`src/rtl/acc_cpu_pipe3.sv`:
```
// 3-stage (IF/ID/EX) pipelined accumulator CPU with flags, branches, halt and store-to-load forwarding.
// Optional performance counters are enabled by defining ACC_CPU_PERF_CNT_EN.
module acc_cpu_pipe3 #(
    parameter int unsigned DATA_W    = 8,
    parameter int unsigned ADDR_W    = 8,
    parameter int unsigned OPERAND_W = 4
) (
    input  logic                   clk,
    input  logic                   reset,
    output logic [ADDR_W-1:0]      imem_addr,
    input  logic [3+OPERAND_W:0]   imem_data,
    output logic [OPERAND_W-1:0]   dmem_raddr,
    input  logic [DATA_W-1:0]      dmem_rdata,
    output logic                   dmem_we,
    output logic [OPERAND_W-1:0]   dmem_waddr,
    output logic [DATA_W-1:0]      dmem_wdata,
    output logic [DATA_W-1:0]      acc_out,
    output logic                   zero_flag,
    output logic                   carry_flag,
    output logic                   halted
`ifdef ACC_CPU_PERF_CNT_EN
    ,
    output logic [31:0]            perf_cycles,
    output logic [31:0]            perf_retired
`endif
);

    localparam int unsigned IW = 4 + OPERAND_W;

    typedef enum logic [3:0] {
        OpNop, OpLda, OpSta, OpAdd, OpSub, OpAnd, OpOr, OpXor,
        OpLdi, OpAddi, OpNot, OpShl, OpJmp, OpJz, OpJc, OpHlt
    } op_e;

    logic [ADDR_W-1:0]    r_pc;
    logic [IW-1:0]        r_ifid;
    logic [IW-1:0]        r_ex_instr;
    logic [DATA_W-1:0]    r_ex_val;
    logic [DATA_W-1:0]    r_acc;
    logic                 r_z;
    logic                 r_c;
    logic                 r_halted;

    op_e                  w_ex_op;
    logic [OPERAND_W-1:0] w_ex_opnd;
    logic [OPERAND_W-1:0] w_id_opnd;
    logic [DATA_W-1:0]    w_id_val;
    logic [DATA_W-1:0]    w_imm;
    logic [ADDR_W-1:0]    w_target;
    logic [DATA_W:0]      w_sum;
    logic [DATA_W-1:0]    w_acc_d;
    logic                 w_c_d;
    logic                 w_acc_we;
    logic                 w_taken;

    assign w_ex_op   = op_e'(r_ex_instr[IW-1 -: 4]);
    assign w_ex_opnd = r_ex_instr[OPERAND_W-1:0];
    assign w_id_opnd = r_ifid[OPERAND_W-1:0];
    assign w_imm     = DATA_W'(w_ex_opnd);
    assign w_target  = ADDR_W'(w_ex_opnd);

    // A store sitting in EX has not reached memory yet, so a same-address load in ID takes acc.
    assign w_id_val = (w_ex_op == OpSta && w_ex_opnd == w_id_opnd) ? r_acc : dmem_rdata;

    assign imem_addr  = r_pc;
    assign dmem_raddr = w_id_opnd;
    assign dmem_we    = !r_halted && (w_ex_op == OpSta);
    assign dmem_waddr = w_ex_opnd;
    assign dmem_wdata = r_acc;
    assign acc_out    = r_acc;
    assign zero_flag  = r_z;
    assign carry_flag = r_c;
    assign halted     = r_halted;

    always_comb begin
        w_acc_d  = r_acc;
        w_c_d    = r_c;
        w_acc_we = 1'b0;
        w_sum    = '0;
        case (w_ex_op)
            OpLda: begin
                w_acc_d  = r_ex_val;
                w_acc_we = 1'b1;
            end
            OpAdd: begin
                w_sum    = {1'b0, r_acc} + {1'b0, r_ex_val};
                w_acc_d  = w_sum[DATA_W-1:0];
                w_c_d    = w_sum[DATA_W];
                w_acc_we = 1'b1;
            end
            OpSub: begin
                // Bit DATA_W of the extended difference is the borrow.
                w_sum    = {1'b0, r_acc} - {1'b0, r_ex_val};
                w_acc_d  = w_sum[DATA_W-1:0];
                w_c_d    = w_sum[DATA_W];
                w_acc_we = 1'b1;
            end
            OpAnd: begin
                w_acc_d  = r_acc & r_ex_val;
                w_acc_we = 1'b1;
            end
            OpOr: begin
                w_acc_d  = r_acc | r_ex_val;
                w_acc_we = 1'b1;
            end
            OpXor: begin
                w_acc_d  = r_acc ^ r_ex_val;
                w_acc_we = 1'b1;
            end
            OpLdi: begin
                w_acc_d  = w_imm;
                w_acc_we = 1'b1;
            end
            OpAddi: begin
                w_sum    = {1'b0, r_acc} + {1'b0, w_imm};
                w_acc_d  = w_sum[DATA_W-1:0];
                w_c_d    = w_sum[DATA_W];
                w_acc_we = 1'b1;
            end
            OpNot: begin
                w_acc_d  = ~r_acc;
                w_acc_we = 1'b1;
            end
            OpShl: begin
                w_acc_d  = r_acc << 1;
                w_c_d    = r_acc[DATA_W-1];
                w_acc_we = 1'b1;
            end
            default: begin
                w_acc_we = 1'b0;
            end
        endcase
    end

    assign w_taken = (w_ex_op == OpJmp) || (w_ex_op == OpJz && r_z) || (w_ex_op == OpJc && r_c);

    always_ff @(posedge clk or negedge reset) begin
        if (!reset) begin
            r_pc       <= '0;
            r_ifid     <= '0;
            r_ex_instr <= '0;
            r_ex_val   <= '0;
            r_acc      <= '0;
            r_z        <= 1'b0;
            r_c        <= 1'b0;
            r_halted   <= 1'b0;
        end else if (!r_halted) begin
            if (w_ex_op == OpHlt) begin
                r_halted <= 1'b1;
            end else begin
                if (w_acc_we) begin
                    r_acc <= w_acc_d;
                    r_z   <= (w_acc_d == '0);
                    r_c   <= w_c_d;
                end
                if (w_taken) begin
                    r_pc       <= w_target;
                    r_ifid     <= '0;
                    r_ex_instr <= '0;
                    r_ex_val   <= '0;
                end else begin
                    r_pc       <= r_pc + ADDR_W'(1);
                    r_ifid     <= imem_data;
                    r_ex_instr <= r_ifid;
                    r_ex_val   <= w_id_val;
                end
            end
        end
    end

`ifdef ACC_CPU_PERF_CNT_EN
    logic [31:0] r_perf_cycles;
    logic [31:0] r_perf_retired;

    // Flush bubbles are all-zero, so they are excluded together with real NOPs.
    always_ff @(posedge clk or negedge reset) begin
        if (!reset) begin
            r_perf_cycles  <= '0;
            r_perf_retired <= '0;
        end else if (!r_halted) begin
            r_perf_cycles <= r_perf_cycles + 32'd1;
            if (w_ex_op != OpNop) begin
                r_perf_retired <= r_perf_retired + 32'd1;
            end
        end
    end

    assign perf_cycles  = r_perf_cycles;
    assign perf_retired = r_perf_retired;
`endif

endmodule

```
`config.mk`:
```
export PLATFORM = sky130hd
export DESIGN_NAME = acc_cpu_pipe3
export DESIGN_NICKNAME = d
export VERILOG_FILES = /design/src/rtl/acc_cpu_pipe3.sv
export SDC_FILE = /design/constraint.sdc
export NUM_CORES = 1
export LEC_CHECK = 0
export CAP_MARGIN = 40
export CORE_MARGIN = 10
export CORE_UTILIZATION = 50
export DETAILED_ROUTE_END_ITERATION = 7
export GPL_TIMING_DRIVEN = 0
export PLACE_DENSITY = 0.78
export SKIP_LAST_GASP = 1
export SLEW_MARGIN = 10
export SYNTH_ARGS = -nofsm -noshare
export SYNTH_HDL_FRONTEND = slang
export SYNTH_SLANG_ARGS = --single-unit
```
`constraint.sdc`:
```
create_clock -name clk -period 6.94 [get_ports clk]
set_clock_uncertainty 0.05 [all_clocks]
set_input_delay 1.388 -clock clk [delete_from_list [all_inputs] [get_ports clk]]
set_output_delay 1.388 -clock clk [all_outputs]
set_load 0.05 [all_outputs]
```
==> run_1/met1.png <==
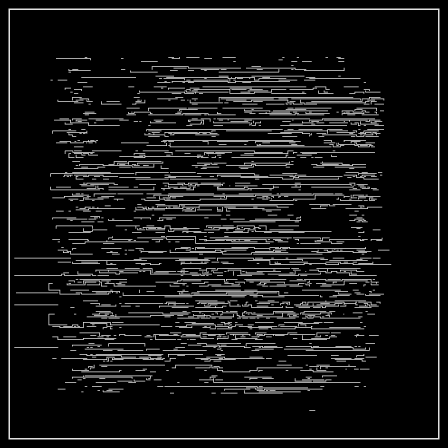
share of all routed wire: 43%
nets with wire on the layer: 545
longest straight run: 40.9 um

==> run_1/met2.png <==
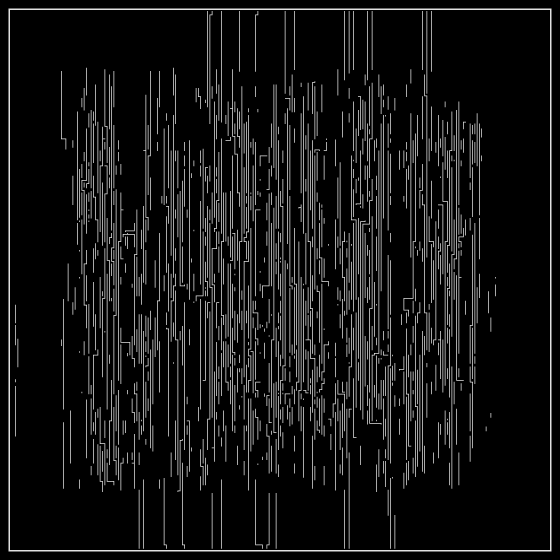
nets with wire on the layer: 492
wire length on this layer: 6360 um

==> run_1/met3.png <==
The bar under the picture is 20 um long.
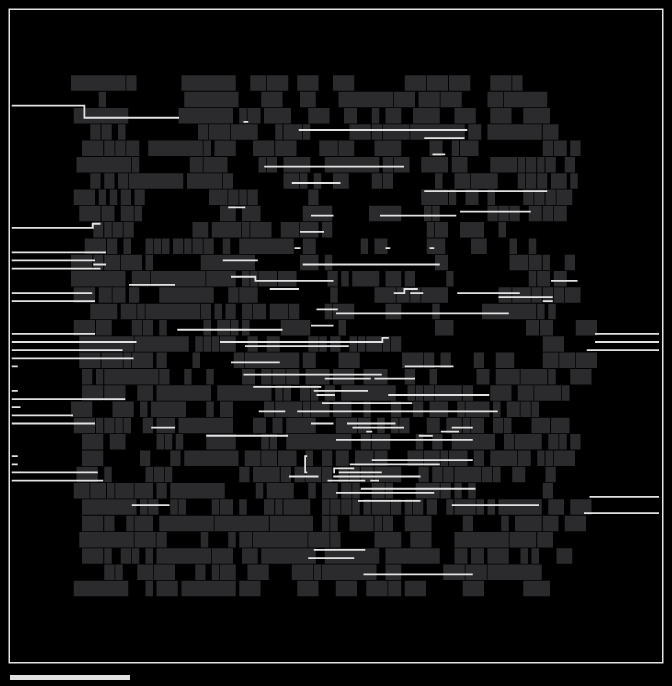
wire length on this layer: 1010 um
share of all routed wire: 7.6%

==> results.py, run 1 <==
# Metrics from the implementation run
metrics = {
    "power": {
        "p_leak_nw": 2.02,
        "total_power_uw": 534,
        "powerDensity_nw_per_um2": 113,
        "internal-power_uw": 400,
        "p_clk_frac": 0.410,
        "ir_drop_mv": 0.0900,
        "power_frac_comb": 0.105,
        "switchingPower_uw": 135,
        "power_frac_seq": 0.485,
        "netSwitchingFraction": 0.253,
    },
    "worst_setup_path": {
        "worstSetupStartpointType": "flop",
        "cp.arrival_ns": 2.41,
        "path_max_fanout": 10,
        "endpoint": "dmem_we",
        "cp-startpoint": "r_ex_instr[7]$_DFFE_PN0P_",
        "crit_path_end_kind": "primary output",
        "worstPathRequired_ns": 5.50,
        "r2r_start": "acc_out[4]$_DFFE_PN0P_",
        "worst_r2r_endpoint": "zero_flag$_DFFE_PN0P_",
        "worstSetupPathType": "flop to primary output",
        "regToRegSetupSlack_ns": 3.58,
        "r2r_cells": 10,
    },
    "logic_synthesis": {
        "largest_area_cell": "dfrtp_1",
        "ys_ff": 43,
        "yosys-stat-cells": 501,
        "synth.distinct_cells": 67,
        "synth-main-ff-cell": "dfrtp_1",
        "synth_chip_area_um2": 3940,
        "edf_count": 0,
        "top_cell": "nand2_1",
        "yosysWarnings": 0,
        "top_area_frac": 0.273,
        "avgSynthCellArea_um2": 7.86,
        "top_cells_by_area": "dfrtp_1, ha_1, nand2_1, o21ai_0, a21oi_1",
        "ys_async_sr_fraction": 1.00,
        "syn_inst": 501,
        "ys_seq_frac": 0.273,
        "yosys-top-cells-count": "nand2_1, o21ai_0, dfrtp_1",
        "fp_nets": 551,
        "syn_area_um2": 3940,
    },
    "min_path": {
        "holdCritPathClass": "flop to flop",
        "hp-start": "r_ifid[4]$_DFFE_PN0P_",
        "min_path_cells": 2,
        "min_to": "r_ifid[4]$_DFFE_PN0P_",
    },
    "place": {
        "dpl_worst_slack_ns": 3.47,
        "port_buffers": 53,
        "place_hpwl_mm": 10.2,
        "place_congestion": 0.967,
    },
    "layout": {
        "comb_area_um2": 2470,
        "drive_gt1_frac": 0.101,
        "lay_top_cells": "nand2_1, clkdlybuf4s50_1, o21ai_0",
        "fillCellCount": 709,
        "antenna_cells": 0,
        "ff_latch_area_um2": 1080,
        "layout.cells.most_common": "nand2_1",
        "postLayoutCoreUtil": 0.617,
        "final_nets": 613,
        "area_growth_syn_to_layout_pct": 20.4,
    },
    "timing": {
        "fin_setup_tns_ns": 0,
        "timing.final.ws_setup_ns": 3.09,
        "finalCritPeriodShare": 0.555,
        "period_needed_ns": 3.85,
        "worst_slew_pin_slew_ns": 0.779,
        "slew_headroom": 0.476,
        "setup_viol": 0,
        "drv_slew": 0,
        "finalHoldViolations": 0,
        "fmax_mhz": 260,
        "rsz0062_at_grt": "no",
    },
    "route": {
        "drc_errors": 0,
        "vias": 3992,
        "ant_nets": 0,
        "totalWireLength_mm": 13.3,
        "drt_iter0_markers": 278,
        "drt-pass1-iter-count": 5,
        "vias_per_cell": 5.99,
        "wl_per_cell_um": 19.9,
    },
    "cts": {
        "post_cts_buffers": 0,
        "htree_levels": 2,
        "postCtsHoldBufs": 0,
        "cts_buffers": 5,
        "clkTransAtPathRegs_ns": 0.09,
        "cts_root_buf": "clkbuf_8",
        "clock-sinks": 43,
        "clk_latency_ns": 0.31,
        "cts_tree": "done",
        "cts_resized": 0,
        "clk_path_buf_depth": 2,
    },
    "floorplanning": {
        "fp_util": 0.512,
        "num_io_pins": 54,
        "die-area_um2": 11800,
        "core_area_um2": 7690,
        "rows": 32,
        "die-width_um": 109,
        "die_y_um": 109,
    },
    "global_route": {
        "grt_pass1_vias": 3832,
        "grt-ovfl-total": 0,
        "grt_pass1_wl_mm": 21.1,
        "grt_usage": 0.226,
        "antenna_found_initial": 0,
        "grt_max_degree": 29,
    },
    "run": {
        "max_cap_viol_count": 0,
        "tool_warnings": 42,
    },
    "status": {
        "status": "completed",
    },
}
run 1: layout make-up:
class                      instances  share of cell area
buffer                            45              0.0586
sequential                        43               0.227
inverter                          31              0.0251
timing repair buffer              55               0.117
clock buffer                       6              0.0174
clock inverter                     2             0.00818
tap                              102              0.0269
multi-input combinational        382               0.520
run 1: sequential cells by signal, summed over array words and instances (netlist names):
signal	count
acc_out	8
imem_addr	8
r_ex_instr	8
r_ex_val	8
r_ifid	8
carry_flag	1
halted	1
zero_flag	1
run 1: metal layers:
layer / wire (um) / global-route usage
met1: 5700 / 0.302
met2: 6360 / 0.367
met3: 1010 / 0.0431
met4: 177 / 0.0584
met5: 0 / 0
run 1: stage by stage:
step                area, um^2  hold slack [ns]  cells
global route              4740            0.488    666
floorplan                 3940            0.400    501
finish                    4740            0.453    666
CTS                       4740            0.460    666
detailed placement        4620            0.438    658
global placement          4600            0.412    656
run 1: logic make-up (layout without fill, tap and decap cells):
group,Yosys count,after routing,synth area share
AND-OR/OR-AND,157,157,0.252
XOR/XNOR,10,10,0.0222
adder cells (fa/ha/maj),32,32,0.107
buffers and inverters,76,139,0.101
flip-flops,43,43,0.273
multiplexers,19,19,0.0492
AND/OR/NAND/NOR,164,164,0.196
run 1: critical path, stage by stage, from the launching register on:
cell and delay (ns):
dfrtp_1 0.42, buf_6 0.16, nor2_1 0.35, nand2_1 0.21, nor2_1 0.13, clkdlybuf4s50_1 0.83
run 1: power groups by stage:
stage / clock network, mW / registers, mW / logic, mW
finish: 0.219 / 0.259 / 0.0560
global route: 0.231 / 0.260 / 0.0622
CTS: 0.220 / 0.259 / 0.0564
detailed placement: 0 / 0.264 / 0.0559
global placement: 0 / 0.264 / 0.0535
floorplan: 0 / 0.263 / 0.0314
==> run_1/met4.png <==
The bar under the picture is 20 um long.
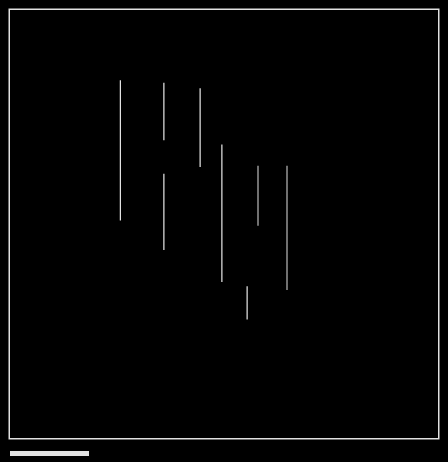

==> run 2, diff against run 1 <==
PLACE_DENSITY = 0.81   (was 0.78)
clock period = 3.5 ns   (was 6.94 ns; I/O delays follow)
==> run_2/met4.png <==
The bar under the picture is 20 um long.
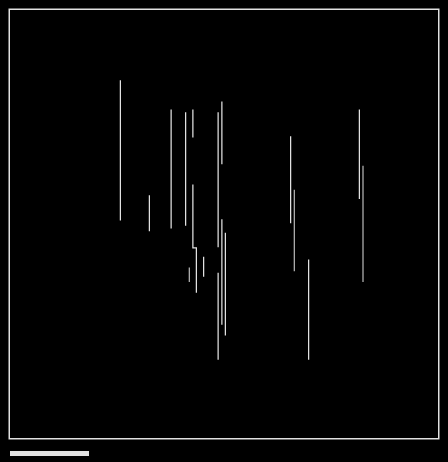
wire length on this layer: 389 um
share of all routed wire: 2.9%
nets with wire on the layer: 18
longest straight run: 35.4 um
main direction: vertical
DR vias: 4045
final WL: 13.3 mm

==> results.py, run 2 <==
# Metrics from the implementation run
metrics = {
    "timing": {
        "slew_headroom": 0.506,
        "period_needed_ns": 3.20,
        "fin_setup_tns_ns": 0,
        "worst_slew_pin_slew_ns": 0.739,
        "finalCritPeriodShare": 0.913,
        "drv_slew": 0,
        "finalHoldViolations": 0,
        "timing.final.ws_setup_ns": 0.304,
        "setup_viol": 0,
        "rsz0062_at_grt": "no",
    },
    "place": {
        "dpl_worst_slack_ns": 0.273,
        "place_congestion": 0.980,
        "place_hpwl_mm": 10.1,
        "dpl.cell_count": 658,
    },
    "power": {
        "powerDensity_nw_per_um2": 224,
        "power_frac_comb": 0.106,
        "total_power_mw": 1.06,
        "power-top-group": "sequential cells",
        "pg_comb_uw": 113,
        "netSwitchingFraction": 0.255,
        "powerSeq_uw": 514,
        "p_leak_nw": 2.02,
        "power_frac_seq": 0.483,
        "internal-power_uw": 793,
        "switchingPower_uw": 271,
        "ir_drop_mv": 0.182,
        "p_clk_uw": 437,
    },
    "worst_setup_path": {
        "worstSetupStartpointType": "flop",
        "cp.arrival_ns": 3.35,
        "crit_top_cell": "a21oi_1",
        "worst_r2r_endpoint": "zero_flag$_DFFE_PN0P_",
        "regToRegSetupSlack_ns": 0.30,
        "r2r_start": "acc_out[1]$_DFFE_PN0P_",
        "r2r_cells": 9,
        "path_cells": "inv_1, fa_1, nand2b_1, a21oi_1, nand2_1, a21oi_1, nand4b_1, a311o_1, o41ai_2",
    },
    "layout": {
        "instances_no_fill": 666,
        "fin_area_um2": 4740,
        "drive_gt1_frac": 0.103,
        "final_nets": 613,
        "area_growth_syn_to_layout_pct": 20.4,
        "antenna_cells": 0,
    },
    "logic_synthesis": {
        "synth.distinct_cells": 67,
        "yosys-stat-cells": 501,
        "syn_area_um2": 3940,
        "ys_async_sr_fraction": 1.00,
        "mux_area_frac": 0.0492,
        "synth.comb.largest_family": "AND-OR/OR-AND gates",
        "top_area_frac": 0.273,
        "synth_chip_area_um2": 3940,
        "yosysWarnings": 0,
        "top_cells_by_area": "dfrtp_1, ha_1, nand2_1, o21ai_0, a21oi_1",
        "ys_ff": 43,
        "yosys-top-cells-count": "nand2_1, o21ai_0, dfrtp_1",
        "fp_nets": 551,
        "synth_simple_gate_area_share": 0.196,
        "synth-main-ff-cell": "dfrtp_1",
        "ys_sh_xor": 0.0222,
    },
    "route": {
        "vias_per_cell": 6.07,
        "wl_per_cell_um": 20.0,
        "drt-pass1-iter-count": 6,
        "drt_iter0_markers": 349,
        "drc_errors": 0,
    },
    "cts": {
        "clock-sinks": 43,
        "clkTransAtPathRegs_ns": 0.10,
        "clk_path_buf_depth": 2,
        "cts_buffers": 5,
        "cts_resized": 0,
        "cts_root_buf": "clkbuf_8",
    },
    "run": {
        "tool_warnings": 42,
        "max_cap_viol_count": 0,
    },
    "floorplanning": {
        "die-width_um": 109,
        "num_io_pins": 54,
        "die-area_um2": 11800,
    },
    "global_route": {
        "antenna_found_initial": 0,
        "grt_pass1_wl_mm": 21.3,
        "grt_pass1_vias": 4014,
        "grt-ovfl-total": 0,
        "grt_usage": 0.227,
        "grt_max_degree": 27,
    },
    "status": {
        "status": "completed",
    },
}
==> run_2/met3.png <==
The bar under the picture is 20 um long.
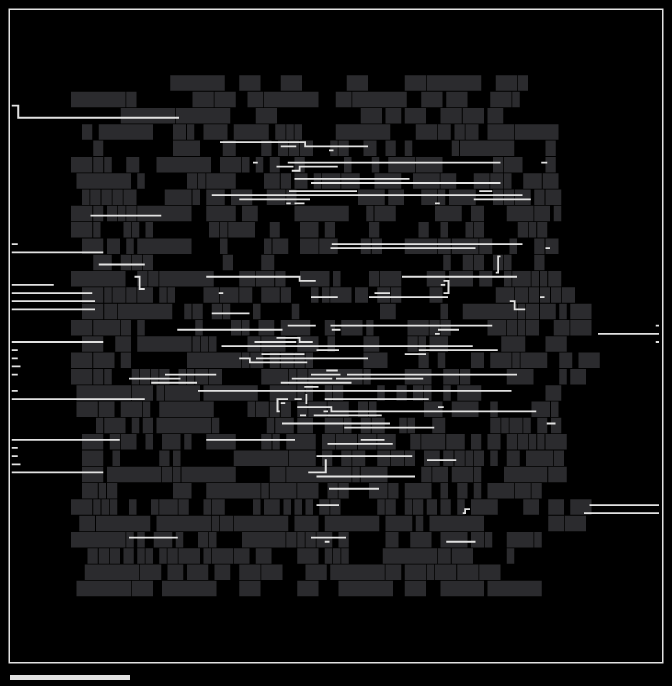
main direction: horizontal
longest straight run: 52.0 um
nets with wire on the layer: 83
GR Util met3: 0.0537

-- run 2: cell counts after synthesis --
Identical to the previous run, type by type.
-- run 2: how the worst max path moves through the flow --
stage,slack (ns),to,startpoint
2_1_floorplan,0.54,zero_flag$_DFFE_PN0P_,acc_out[1]$_DFFE_PN0P_
3_3_place_gp,0.27,zero_flag$_DFFE_PN0P_,acc_out[4]$_DFFE_PN0P_
3_5_place_dp,0.27,zero_flag$_DFFE_PN0P_,acc_out[4]$_DFFE_PN0P_
4_1_cts,0.25,zero_flag$_DFFE_PN0P_,acc_out[4]$_DFFE_PN0P_
5_1_grt,0.06,zero_flag$_DFFE_PN0P_,acc_out[1]$_DFFE_PN0P_
6_report,0.30,zero_flag$_DFFE_PN0P_,acc_out[1]$_DFFE_PN0P_
-- run 2: metal layers --
layer / up-vias / wire length, um / GRT usage
met5: - / 0 / 0
met4: 0 / 388 / 0.0791
met3: 37 / 1080 / 0.0537
met2: 176 / 6330 / 0.378
met1: 1931 / 5490 / 0.283
li1: 1901 / - / -
-- run 2: worst max-delay path, delay by kind of cell, from the launching register on --
kind,cells,cell delay (ns)
AND/OR/NAND/NOR,3,0.44
buffers and inverters,1,0.22
AND-OR/OR-AND,4,1.29
flip-flops,1,0.59
adder cells (fa/ha/maj),1,0.50
-- run 2: layout make-up --
| type | instances | area share |
|---|---|---|
| Buffer | 45 | 0.0588 |
| Clock buffer | 6 | 0.0174 |
| Clock inverter | 2 | 0.00818 |
| Inverter | 31 | 0.0251 |
| Multi-Input combinational cell | 382 | 0.520 |
| Sequential cell | 43 | 0.227 |
| Tap cell | 102 | 0.0269 |
| Timing Repair Buffer | 55 | 0.117 |
Power figures rest on the tool's default switching activity, not on a simulated workload.
